<file path="config.mk">
export PLATFORM = sky130hd
export DESIGN_NAME = booth_pp_reduce
export DESIGN_NICKNAME = d
export VERILOG_FILES = /design/src/rtl/booth_pkg.sv /design/src/rtl/booth_csa32.sv /design/src/rtl/booth_pp_reduce.sv
export SDC_FILE = /design/constraint.sdc
export NUM_CORES = 1
export LEC_CHECK = 0
export ABC_CLOCK_PERIOD_IN_PS = 5550
export CORE_MARGIN = 1.5
export CORE_UTILIZATION = 55
export CTS_BUF_LIST = sky130_fd_sc_hd__clkbuf_4 sky130_fd_sc_hd__clkbuf_8
export DETAILED_ROUTE_END_ITERATION = 6
export GPL_ROUTABILITY_DRIVEN = 1
export GPL_TIMING_DRIVEN = 0
export HOLD_SLACK_MARGIN = 0.06
export PLACE_DENSITY = 0.91
export SLEW_MARGIN = 20
export SYNTH_ARGS = -nofsm -noshare
export SYNTH_HDL_FRONTEND = slang
export SYNTH_SLANG_ARGS = --single-unit
</file>
<file path="constraint.sdc">
create_clock -name clk -period 5.55 [get_ports clk]
set_input_delay 0.555 -clock clk [delete_from_list [all_inputs] [get_ports clk]]
set_output_delay 0.555 -clock clk [all_outputs]
set_load 0.1 [all_outputs]
</file>
<file path="src/rtl/booth_pkg.sv">
// Shared types and helpers for the radix-4 Booth partial-product reduction path.
// Latency: n/a (package only).
// Backpressure: n/a (package only).
package booth_pkg;

    localparam int PP_WIDTH = 16;
    localparam int NUM_PP   = 4;

    typedef logic [PP_WIDTH-1:0] word_t;

    // 3:2 compression of three words: returns {sum, carry}. The carry is the
    // majority vector shifted up one place; the bit pushed past the MSB is lost
    // because the whole datapath is modulo 2^PP_WIDTH.
    function automatic logic [2*PP_WIDTH-1:0] csa3(input word_t a, input word_t b, input word_t c);
        word_t maj;
        maj = (a & b) | (a & c) | (b & c);
        return {a ^ b ^ c, maj[PP_WIDTH-2:0], 1'b0};
    endfunction

endpackage

</file>
<file path="src/rtl/booth_csa32.sv">
// Combinational WIDTH-bit 3:2 compressor (carry-save adder row).
// Latency: 0 cycles, purely combinational.
// Backpressure: none, no state.
// Ports: a, b, c - addends; s - bitwise sum; cy - carry vector already shifted
// left by one, truncated to WIDTH.
module booth_csa32
    import booth_pkg::*;
#(
    parameter int WIDTH = PP_WIDTH
) (
    input  logic [WIDTH-1:0] a,
    input  logic [WIDTH-1:0] b,
    input  logic [WIDTH-1:0] c,
    output logic [WIDTH-1:0] s,
    output logic [WIDTH-1:0] cy
);

    generate
        if (WIDTH == PP_WIDTH) begin : g_pkg
            assign {s, cy} = csa3(a, b, c);
        end else begin : g_generic
            logic [WIDTH-1:0] maj;
            assign maj = (a & b) | (a & c) | (b & c);
            assign s   = a ^ b ^ c;
            assign cy  = {maj[WIDTH-2:0], 1'b0};
        end
    endgenerate

endmodule

</file>
<file path="src/rtl/booth_pp_reduce.sv">
// Sums four aligned Booth partial products plus the sign-compensation word into a WIDTH-bit product.
// Latency: 3 cycles accept-to-out_valid, 1 result per cycle.
// Backpressure: valid/ready per stage with bubble collapse; in_ready is combinational from stage valids and out_ready only.
// Ports: clk, rst (async, active-high); in_valid/in_ready with pp0..pp3 and
// sign_comp; out_valid/out_ready with product.
module booth_pp_reduce
    import booth_pkg::*;
#(
    parameter int WIDTH = PP_WIDTH
) (
    input  logic             clk,
    input  logic             rst,
    input  logic             in_valid,
    output logic             in_ready,
    input  logic [WIDTH-1:0] pp0,
    input  logic [WIDTH-1:0] pp1,
    input  logic [WIDTH-1:0] pp2,
    input  logic [WIDTH-1:0] pp3,
    input  logic [WIDTH-1:0] sign_comp,
    output logic             out_valid,
    input  logic             out_ready,
    output logic [WIDTH-1:0] product
);

    // Stage 1 feeds two chained compressors; stage 2 one more.
    logic [WIDTH-1:0] sa, ca;
    logic [WIDTH-1:0] s1_nxt, c1_nxt;
    logic [WIDTH-1:0] s2_nxt, c2_nxt;

    logic [WIDTH-1:0] s1, c1, sc1;
    logic [WIDTH-1:0] s2, c2;
    logic             v1, v2;

    logic adv1, adv2, adv3;

    booth_csa32 #(.WIDTH(WIDTH)) u_csa_a (.a(pp0), .b(pp1), .c(pp2), .s(sa),     .cy(ca));
    booth_csa32 #(.WIDTH(WIDTH)) u_csa_b (.a(sa),  .b(ca),  .c(pp3), .s(s1_nxt), .cy(c1_nxt));
    booth_csa32 #(.WIDTH(WIDTH)) u_csa_c (.a(s1),  .b(c1),  .c(sc1), .s(s2_nxt), .cy(c2_nxt));

    // A stage may take new data when it is empty or its contents move on.
    assign adv3     = !out_valid || out_ready;
    assign adv2     = !v2 || adv3;
    assign adv1     = !v1 || adv2;
    assign in_ready = adv1;

    always_ff @(posedge clk or posedge rst) begin
        if (rst) begin
            v1        <= 1'b0;
            v2        <= 1'b0;
            out_valid <= 1'b0;
            s1        <= '0;
            c1        <= '0;
            sc1       <= '0;
            s2        <= '0;
            c2        <= '0;
            product   <= '0;
        end else begin
            if (adv1) begin
                v1 <= in_valid;
                if (in_valid) begin
                    s1  <= s1_nxt;
                    c1  <= c1_nxt;
                    sc1 <= sign_comp;
                end
            end
            if (adv2) begin
                v2 <= v1;
                if (v1) begin
                    s2 <= s2_nxt;
                    c2 <= c2_nxt;
                end
            end
            // product keeps its last value when the pipe drains empty.
            if (adv3) begin
                out_valid <= v2;
                if (v2) begin
                    product <= s2 + c2;
                end
            end
        end
    end

endmodule
</file>
### The clock network, run 1

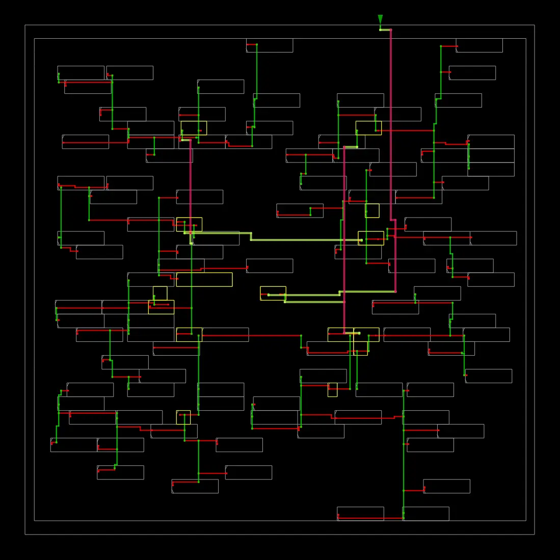
Flop Count: 97
P_clk: 0.451 mW
CTS sink cnt: 97
clock buffer count: 10

### Wiring by layer, run 1

Scale: 3 px per um. Only two layers are drawn.
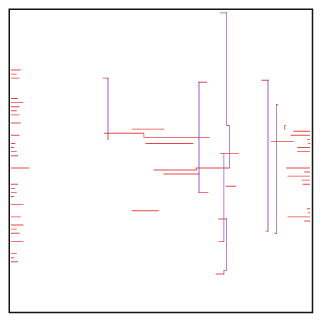
Key: red = met3 [wire length 265 um]; purple = met4 [wire length 249 um]

==> flow_summary.ini, run 1 <==
; flow metrics
[run_status]
status = complete, no violations

[final_layout]
logic_area_um2 = 2730
antenna_cells = 0
nonClockBufferCount = 114
fin_util = 0.718

[yosys]
top_cell_area_share = 0.463
syn_nets = 526
async_flop_share = 1.00
syn-cell-area_um2 = 5240
ys.flops = 97
edf_count = 0
compound_area_frac = 0.0655
postSynthSeqShare = 0.463
ys_top_cells_by_count = 97 x dfrtp_1, 44 x fa_1, 42 x mux2_2, 37 x nand2_1, 34 x mux2_1

[route]
num_vias = 3391
route.met2.wl_mm = 5.62
wl_per_cell_um = 17.5
routed_wirelength_mm = 11.0
drc_errors = 0

[global_routing]
met2_usage = 0.413
grt_antenna_before_repair = 0

[critical_path]
max_stage_delay_ps = 1150
cp.required_ps = 4990
arrival_ps = 2360
critPathBufInv = 2
path_cells = clkdlybuf4s50_1 > nor2b_1 > nand3_1 > clkdlybuf4s50_1
worstSetupStartpointType = input port

[place]
io_buffer_count = 101
placed_cell_area_um2 = 6440

[cts]
cts-resized-gates = 0
insertion_delay_ps = 360
cts_hold_buffers = 0
cts_made_buffers = 9
path_clk_slew_ps = 90

[power_and_ir_drop]
p_comb_mw = 1.86
swShare = 0.454
power_frac_clock = 0.130
p_leak_nw = 2.74

[timing]
maxSlewHeadroom = 0.339
### Selected gate families, run 1

Scale: 4 px per um.
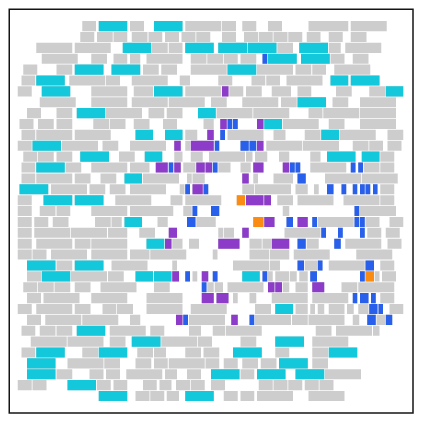
Key: purple = inverting AOI/OAI gates [cells 33, most used a21oi_1, where center]; orange = AND and OR gates [cells 3]; cyan = adder and majority cells [cells 60, most used fa_1, where all over the die]; blue = NAND gates [cells 53, most used nand2_1]

### Pin placement, run 1

Scale: 4 px per um. Pins as bars across the die edge, other pins in gray.
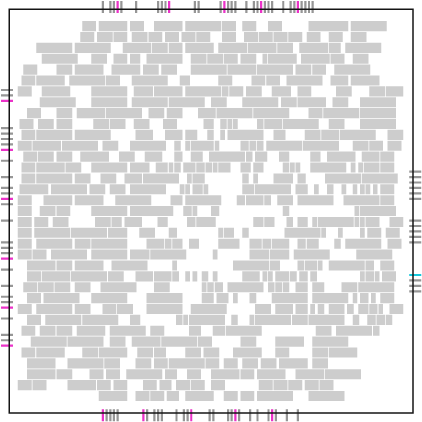

==> inputs of run 2 (changes only) <==
Settings changed: ABC_CLOCK_PERIOD_IN_PS 5550 to 3000, CORE_UTILIZATION 55 to 54, PLACE_DENSITY 0.91 to 0.9.
Clock period 5.55 ns to 3 ns, I/O delays scaled along.
### Pin placement, run 2

Scale: 4 px per um. Pins as bars across the die edge, other pins in gray.
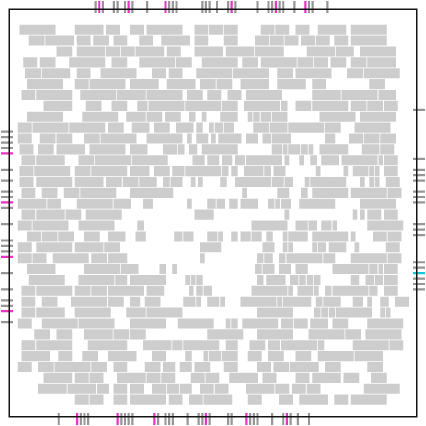
Key: magenta = pp0 [pins 16, direction input, edge 6 top, 6 bottom, 4 left]; cyan = out_valid [pins 1, direction output, edge right]
All pins by edge: 32 bottom, 31 top, 22 left, 17 right.

==> run 2 against run 1 <==
Effect of this change:
- synthesized area unchanged
- non-clock buffer count unchanged
- routed wire length up 3.5%
- final cell count up 0.16%
- sequential share of layout area down 0.083 points
- final area up 0.23%
- flip-flop count unchanged
- largest cell class unchanged
==> flow_summary.ini, run 2 <==
; flow metrics
[cts]
numClockSinks = 97
cts_hold_buffers = 0
path_clk_slew_ps = 90
cts-resized-gates = 0
cts_made_buffers = 9
insertion_delay_ps = 360
cts_setup_buffers = 0

[route]
routed_wirelength_mm = 11.4
route.met2.wl_mm = 6.03
num_vias = 3393
wl_per_cell_um = 18.1
dr.first_iter.drc_count = 128
drc_errors = 0
top_layer = met4

[power_and_ir_drop]
swShare = 0.456
powerClk_mw = 0.854
p_leak_nw = 2.75
p_comb_mw = 3.47
power_frac_clock = 0.132

[critical_path]
worst-setup-path-type = reg -> out
crit_start = out_valid
critPathBufInv = 1
arrival_ps = 2150
cp.required_ps = 2700
max_stage_delay_ps = 1130
path_cells = nor2b_1 > nand3_2 > clkdlybuf4s50_1

[timing]
fin_crit_sh = 0.815
rsz0062_at_grt = no
maxSlewHeadroom = 0.343

[final_layout]
nonClockBufferCount = 114
fin_util = 0.713
logic_area_um2 = 2730
mostFrequentLayoutCells = 101 x clkdlybuf4s50_1, 97 x dfrtp_1, 44 x fa_1
clock_buffers = 10
antenna_cells = 0
ff_latch_area_um2 = 2430

[global_routing]
met2_usage = 0.437
grt_antenna_before_repair = 0

[yosys]
top_cell_area_share = 0.463
ys.flops = 97
async_flop_share = 1.00
syn_nets = 526
postSynthSeqShare = 0.463
compound_area_frac = 0.0655
ys_top_cells_by_count = 97 x dfrtp_1, 44 x fa_1, 42 x mux2_2, 37 x nand2_1, 34 x mux2_1
syn-cell-area_um2 = 5240
edf_count = 0

[place]
placed_cell_area_um2 = 6450
place.gp.congestion = 0.864

[run_status]
status = complete, no violations
### Wiring by layer, run 2

Scale: 3 px per um. Only two layers are drawn.
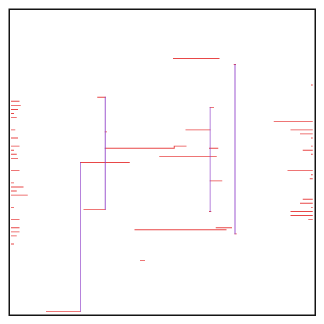

==> inputs of run 3 (changes only) <==
Settings changed: ABC_CLOCK_PERIOD_IN_PS 3000 to 2150, CORE_UTILIZATION 54 to 49, PLACE_DENSITY 0.9 to 0.86.
Clock period 3 ns to 2.15 ns, I/O delays scaled along.
### Wiring by layer, run 3

Scale: 2 px per um. Only two layers are drawn.
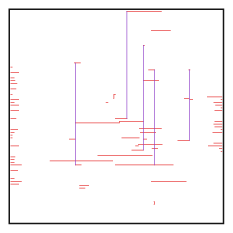
Key: red = met3 [wire length 379 um]; purple = met4 [wire length 240 um]

==> run 3 against run 2 <==
Effect of this change:
- routed wire length shrank 0.12%
- power increased by 44%
- clock power up 58%
- register-to-register slack worse by 770 ps
- sequential power grew about 40%
- die size is 9.9% higher
==> flow_summary.ini, run 3 <==
; flow metrics
[yosys]
compound_area_frac = 0.0655
syn_nets = 526
ys_top_cells_by_count = 97 x dfrtp_1, 44 x fa_1, 42 x mux2_2, 37 x nand2_1, 34 x mux2_1
top_cell_area_share = 0.463
edf_count = 0
postSynthSeqShare = 0.463

[power_and_ir_drop]
powerClk_mw = 1.35
swShare = 0.446
p_comb_mw = 4.93

[route]
dr.first_iter.drc_count = 153
drc_errors = 0
wl_per_cell_um = 17.8
routed_wirelength_mm = 11.4

[critical_path]
crit_start = product[4]
worst-setup-path-type = reg -> out
path_cells = clkdlybuf4s50_1
cp_max_fo = 2
critPathBufInv = 1
arrival_ps = 1890
max_stage_delay_ps = 1150
cp.required_ps = 1930

[final_layout]
nonClockBufferCount = 117
antenna_cells = 0
clock_buffers = 12
mostFrequentLayoutCells = 97 x clkdlybuf4s50_1, 96 x dfrtp_1, 44 x fa_1
ff_latch_area_um2 = 2430
fin_util = 0.655
logic_area_um2 = 2780

[cts]
cts_hold_buffers = 0
cts_made_buffers = 9
cts-resized-gates = 1
numClockSinks = 97
cts_setup_buffers = 1

[timing]
rsz0062_at_grt = no
fin_crit_sh = 0.978
fin_ws_ps = 47.9
maxSlewHeadroom = 0.351

[place]
placed_cell_area_um2 = 6520
place.gp.congestion = 0.881

[run_status]
status = complete, no violations

[global_routing]
grt_antenna_before_repair = 0

[floorplan]
fp.dieH_um = 106

==> notes/layouts.md <==
Pictures saved along the way, in no particular order.

The metal 4 layer.
Scale: 4 px per um.
image #1
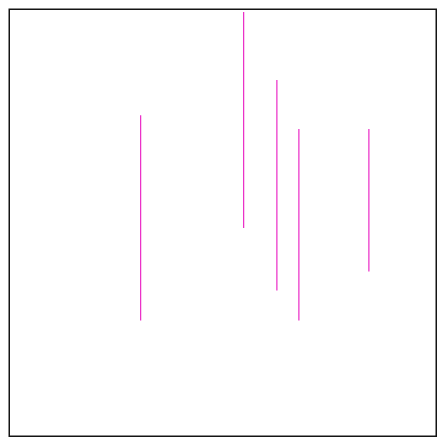
image #2
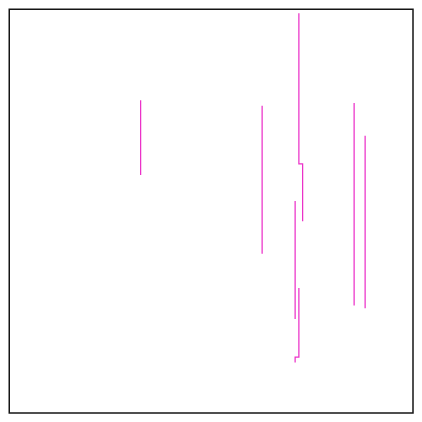
image #3
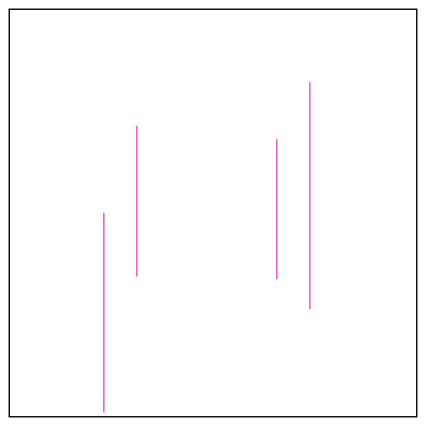
For run 3, see image #1.
For run 2, see image #3.
For run 1, see image #2.

Key to image #2:
The layer holds 2.3% of the routed length. The wires run mostly vertical.

Power is estimated from default activity; no workload was simulated.
